==> images/congestion.png <==
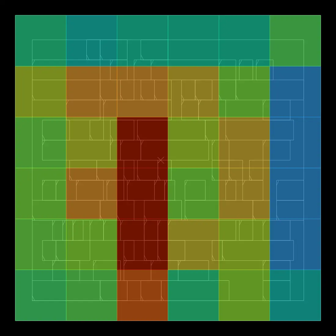
==> images/layer_met2.png <==
Scale: 6 px per um. Cells faint in the background.
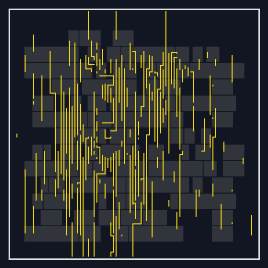
==> images/logic_types.png <==
Scale: 12 px per um.
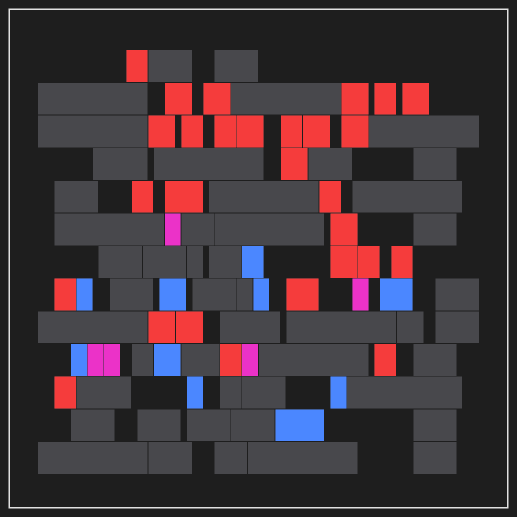
==> images/flops_by_reg.png <==
Scale: 12 px per um. Other sequential cells in the stronger grey, the rest of the logic in the fainter grey.
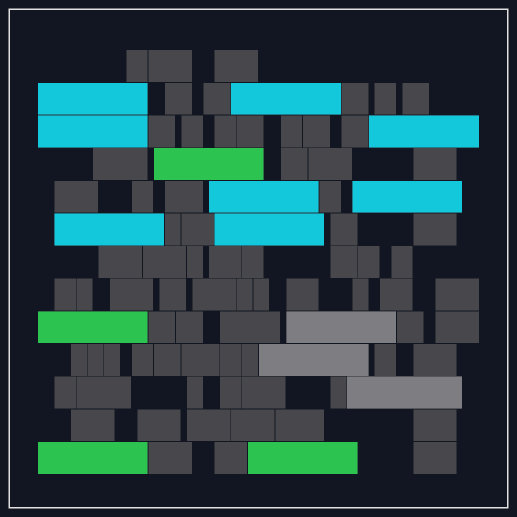
==> images/io_fan.png <==
Scale: 12 px per um.
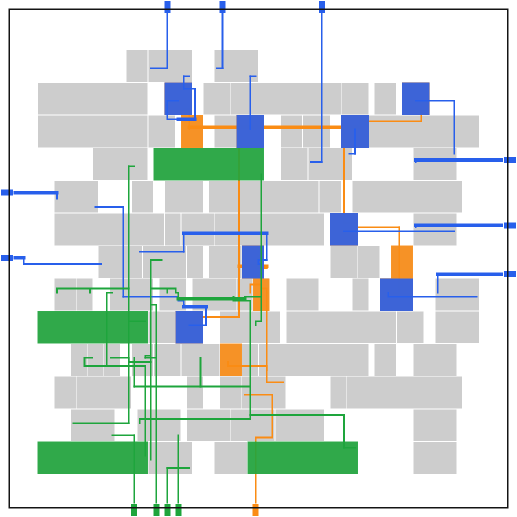
<file path="src/rtl/piso_en_shifter.sv">
// rtl/piso_en_shifter.sv - WIDTH-bit enabled parallel-in/serial-out shifter with ready/busy/done handshake
// Optional even-parity trailer bit after the data word when PARITY_EN is defined.
module piso_en_shifter #(
  parameter int WIDTH     = 8,
  parameter bit MSB_FIRST = 1'b1
) (
  input  logic                       clk,
  input  logic                       CLRN,
  input  logic                       EN,
  input  logic                       start,
  input  logic [WIDTH-1:0]           PD,
  output logic                       ready,
  output logic                       busy,
  output logic                       SO,
  output logic [$clog2(WIDTH+1)-1:0] bits_left,
  output logic                       done
);

  localparam int BW = $clog2(WIDTH+1);

  typedef enum logic [1:0] {
    IDLE  = 2'd0,
    SHIFT = 2'd1
`ifdef PARITY_EN
    ,PAR  = 2'd2
`endif
  } state_t;

  state_t           state;
  logic [WIDTH-1:0] sr;
  logic             so_bit;
`ifdef PARITY_EN
  logic             par;
`endif

  assign so_bit = MSB_FIRST ? sr[WIDTH-1] : sr[0];

  // SO decodes registered state only, so PD never reaches the output combinationally.
`ifdef PARITY_EN
  assign SO = ((state == SHIFT) & so_bit) | ((state == PAR) & par);
`else
  assign SO = (state == SHIFT) & so_bit;
`endif

  always_ff @(posedge clk or negedge CLRN) begin
    if (!CLRN) begin
      state     <= IDLE;
      sr        <= '0;
      bits_left <= '0;
      done      <= 1'b0;
      ready     <= 1'b1;
      busy      <= 1'b0;
`ifdef PARITY_EN
      par       <= 1'b0;
`endif
    end else begin
      done <= 1'b0;
      if (EN) begin
        case (state)
          IDLE: begin
            if (start) begin
              sr        <= PD;
              bits_left <= BW'(WIDTH);
              state     <= SHIFT;
              ready     <= 1'b0;
              busy      <= 1'b1;
`ifdef PARITY_EN
              par       <= ^PD;
`endif
            end
          end
          SHIFT: begin
            sr        <= MSB_FIRST ? (sr << 1) : (sr >> 1);
            bits_left <= bits_left - BW'(1);
            if (bits_left == BW'(1)) begin
`ifdef PARITY_EN
              state <= PAR;
`else
              state <= IDLE;
              ready <= 1'b1;
              busy  <= 1'b0;
              done  <= 1'b1;
`endif
            end
          end
`ifdef PARITY_EN
          PAR: begin
            state <= IDLE;
            ready <= 1'b1;
            busy  <= 1'b0;
            done  <= 1'b1;
          end
`endif
          default: begin
            state <= IDLE;
            ready <= 1'b1;
            busy  <= 1'b0;
          end
        endcase
      end
    end
  end

endmodule

</file>
<file path="config.mk">
export PLATFORM = sky130hd
export DESIGN_NAME = piso_en_shifter
export DESIGN_NICKNAME = d
export VERILOG_FILES = /design/src/rtl/piso_en_shifter.sv
export SDC_FILE = /design/constraint.sdc
export NUM_CORES = 1
export LEC_CHECK = 0
export CAP_MARGIN = 20
export CORE_MARGIN = 2
export CORE_UTILIZATION = 50
export CTS_BUF_LIST = sky130_fd_sc_hd__clkbuf_4 sky130_fd_sc_hd__clkbuf_8
export CTS_CLUSTER_DIAMETER = 30
export DETAILED_ROUTE_END_ITERATION = 8
export GPL_ROUTABILITY_DRIVEN = 0
export GPL_TIMING_DRIVEN = 0
export PLACE_DENSITY_LB_ADDON = 0.15
export SETUP_SLACK_MARGIN = 0.2
export SLEW_MARGIN = 10
export SYNTH_ARGS = -nofsm -noshare
export SYNTH_HDL_FRONTEND = slang
export SYNTH_SLANG_ARGS = --single-unit
</file>
<file path="constraint.sdc">
create_clock -name clk -period 3.5 [get_ports clk]
set_input_delay 1.05 -clock clk [delete_from_list [all_inputs] [get_ports clk]]
set_output_delay 1.05 -clock clk [all_outputs]
set_load 0.1 [all_outputs]
</file>
==> run_results.csv <==
group,metric,value,unit
detailed_routing,routed-via-count,661,
grt,grt_start_max_net_pins,16,
logic_synthesis,edf_count,0,
run_status,violations,"DRC",
hold_path,worstHoldPathCells,2,
logic_synthesis,top_cell,"dfrtp_1",
clock_tree,cts_tree,"built",
clock_tree,cts-resized-gates,0,
critical_path,ff2ff_setup_slack,2.07,ns
die,initial_core_util,0.538,
sta,drv_slew,0,
sta,rsz0062_at_grt,"no",
clock_tree,post-cts-setup-buffer-count,0,
sta,tightest_slew,0.978,ns
clock_tree,htreeDepth,1,
critical_path,max_stage_delay,1.12,ns
detailed_routing,drt_iter0_markers,20,
hold_path,holdPathEnd,"ready",
sta,timing.final.crit_share,0.896,
critical_path,path_class,"reg2out",
grt,antenna_found_initial,0,
logic_synthesis,synthCells,68,
final_layout,antennaDiodeCount,0,
critical_path,cpMaxStageDelayCell,"clkdlybuf4s50_1",
detailed_routing,avgViaCountPerCell,6.24,
critical_path,crit_required,2.45,ns
final_layout,area_growth,33.8,%
clock_tree,clkSinkCount,15,
die,core_area,0.00130,mm^2
critical_path,end_kind,"output port",
clock_tree,hold_buffers,0,
critical_path,cp_max_fo,8,
run_status,outcome,"complete, but fails checks",
final_layout,drive_gt1_frac,0.0769,
logic_synthesis,top_cells_by_area,"dfrtp_1 50%, o22ai_1 12%, a21oi_1 5.0%",
final_layout,nets,106,
sta,whs,0.491,ns
clock_tree,cts_buffer_depth,2,
logic_synthesis,ys_cells,68,
logic_synthesis,syn_avg_cell_area,10.3,um^2
job,warnings,27,
die,rows,13,
logic_synthesis,fp_nets,82,
die,chipArea,0.00171,mm^2
logic_synthesis,ys.flops,15,
detailed_routing,routed_wl,1.65,mm
clock_tree,path_clk_slew,0.09,ns
sta,skew,0.00167,ns
clock_tree,cts_root_buf,"clkbuf_4",
sta,finalSetupViolations,0,
die,die_h,41.4,um
sta,max_freq,319,MHz
clock_tree,cts_buffers,3,
critical_path,path_cells,"and2_1 > clkdlybuf4s50_1",
hold_path,hp-start,"ready",
critical_path,startpoint,"busy",
grt,grt_first_pass_wirelength,2.64,mm
detailed_routing,firstDrtPassIters,7,
job,maxCapViolCount,0,
hold_path,hp-class,"reg2reg",
logic_synthesis,ff_type,"dfrtp_1",
final_layout,fillers,102,
detailed_routing,drc_errors,1,
placed_design,place_hpwl,1.16,mm
logic_synthesis,synth_top_area_share,0.501,
logic_synthesis,netlist_area,699,um^2
critical_path,cp_data_arrival_time,2.09,ns
logic_synthesis,postSynth.asyncResetShare,1.00,
die,die_w,41.4,um
About congestion.png:
final core occ: 0.719
Wirelength per Cell: 15.6 um
met3 GRT Util: 0.0391
met1 Resource Use GR: 0.279
Total Routing Usage GR: 0.203

About layer_met2.png:
wire length on this layer: 787 um
share of all routed wire: 48%

About logic_types.png:
| colour | family | cells |
|---|---|---|
| blue | NAND gates | 10 |
| red | inverting AOI/OAI gates | 28 |
| magenta | inverters | 5 |

About flops_by_reg.png:
| colour | name in the netlist | flops |
|---|---|---|
| cyan | sr | 8 |
| green | bits_left | 4 |

About io_fan.png:
| colour | port | bits | direction | edge | end cells | buffers | wire |
|---|---|---|---|---|---|---|---|
| green | bits_left | 4 | output | south | 4 | 4 | 183 um |
| orange | start | 1 | input | south | 12 | 2 | 93.1 um |
| blue | PD | 8 | input | 3 north, 3 east, 2 west | 8 | 8 | 135 um |
# IOs: 20
# port buffers: 19

## layout make-up
cell class	count	area [um^2]	share of cell area
Sequential cell	15	377	0.402
Clock buffer	3	22.5	0.0241
Inverter	5	18.8	0.0201
Multi-Input combinational cell	46	297	0.317
Timing Repair Buffer	19	190	0.203
Clock inverter	1	5.00	0.00535
Buffer	2	7.51	0.00802
Tap cell	15	18.8	0.0201
## registers in the layout, indices dropped and copies added (netlist names)
register and cells:
sr 8, bits_left 4, busy 1, done 1, ready 1
## cell usage in the layout (no fill, tap or decap), types with 2 or more instances in the layout
| cell type | instances |
|---|---|
| o22ai_1 | 13 |
| dfrtp_1 | 14 |
| clkdlybuf4s50_1 | 19 |
| clkbuf_4 | 3 |
| ha_1 | 2 |
| nand2_1 | 5 |
| o21ai_0 | 6 |
| clkbuf_1 | 2 |
| a21oi_1 | 7 |
| inv_1 | 4 |
## worst max-delay path: cells and delay by family (launching register included)
kind                   cells  cell delay, ns
buffers and inverters      1            1.12
DFF                        1            0.51
and+or+nand+nor            1            0.17
## stage by stage
stage / area, um^2 / cells / worst slack, ns / util
6_report: 936 / 106 / 0.364 / 0.719
5_1_grt: 936 / 106 / 0.305 / 0.719
4_1_cts: 936 / 106 / 0.366 / 0.719
3_5_place_dp: 908 / 102 / 0.682 / 0.698
3_3_place_gp: 908 / 102 / 0.686 / 0.698
2_1_floorplan: 699 / 68 / 0.553 / -
## how the worst max path moves through the flow
stage / end / cells after the start
2_1_floorplan: SO / 1
3_3_place_gp: SO / 2
3_5_place_dp: SO / 2
4_1_cts: SO / 2
5_1_grt: SO / 2
6_report: SO / 2
## layer usage
layer / vias up / GRT usage / wire, um
met2: 47 / 0.300 / 787
met4: 0 / 0.116 / 37
met1: 300 / 0.279 / 699
met5: - / 0 / 0
met3: 6 / 0.0391 / 126
li1: 308 / - / -
## cells by family after synthesis
| group | count (synthesis) | synth area share |
|---|---|---|
| AND/OR/NAND/NOR | 13 | 0.114 |
| buffers and inverters | 7 | 0.0376 |
| flip-flops | 15 | 0.538 |
| AND-OR/OR-AND | 30 | 0.259 |
| multiplexers | 1 | 0.0143 |
| adder cells (fa/ha/maj) | 2 | 0.0358 |
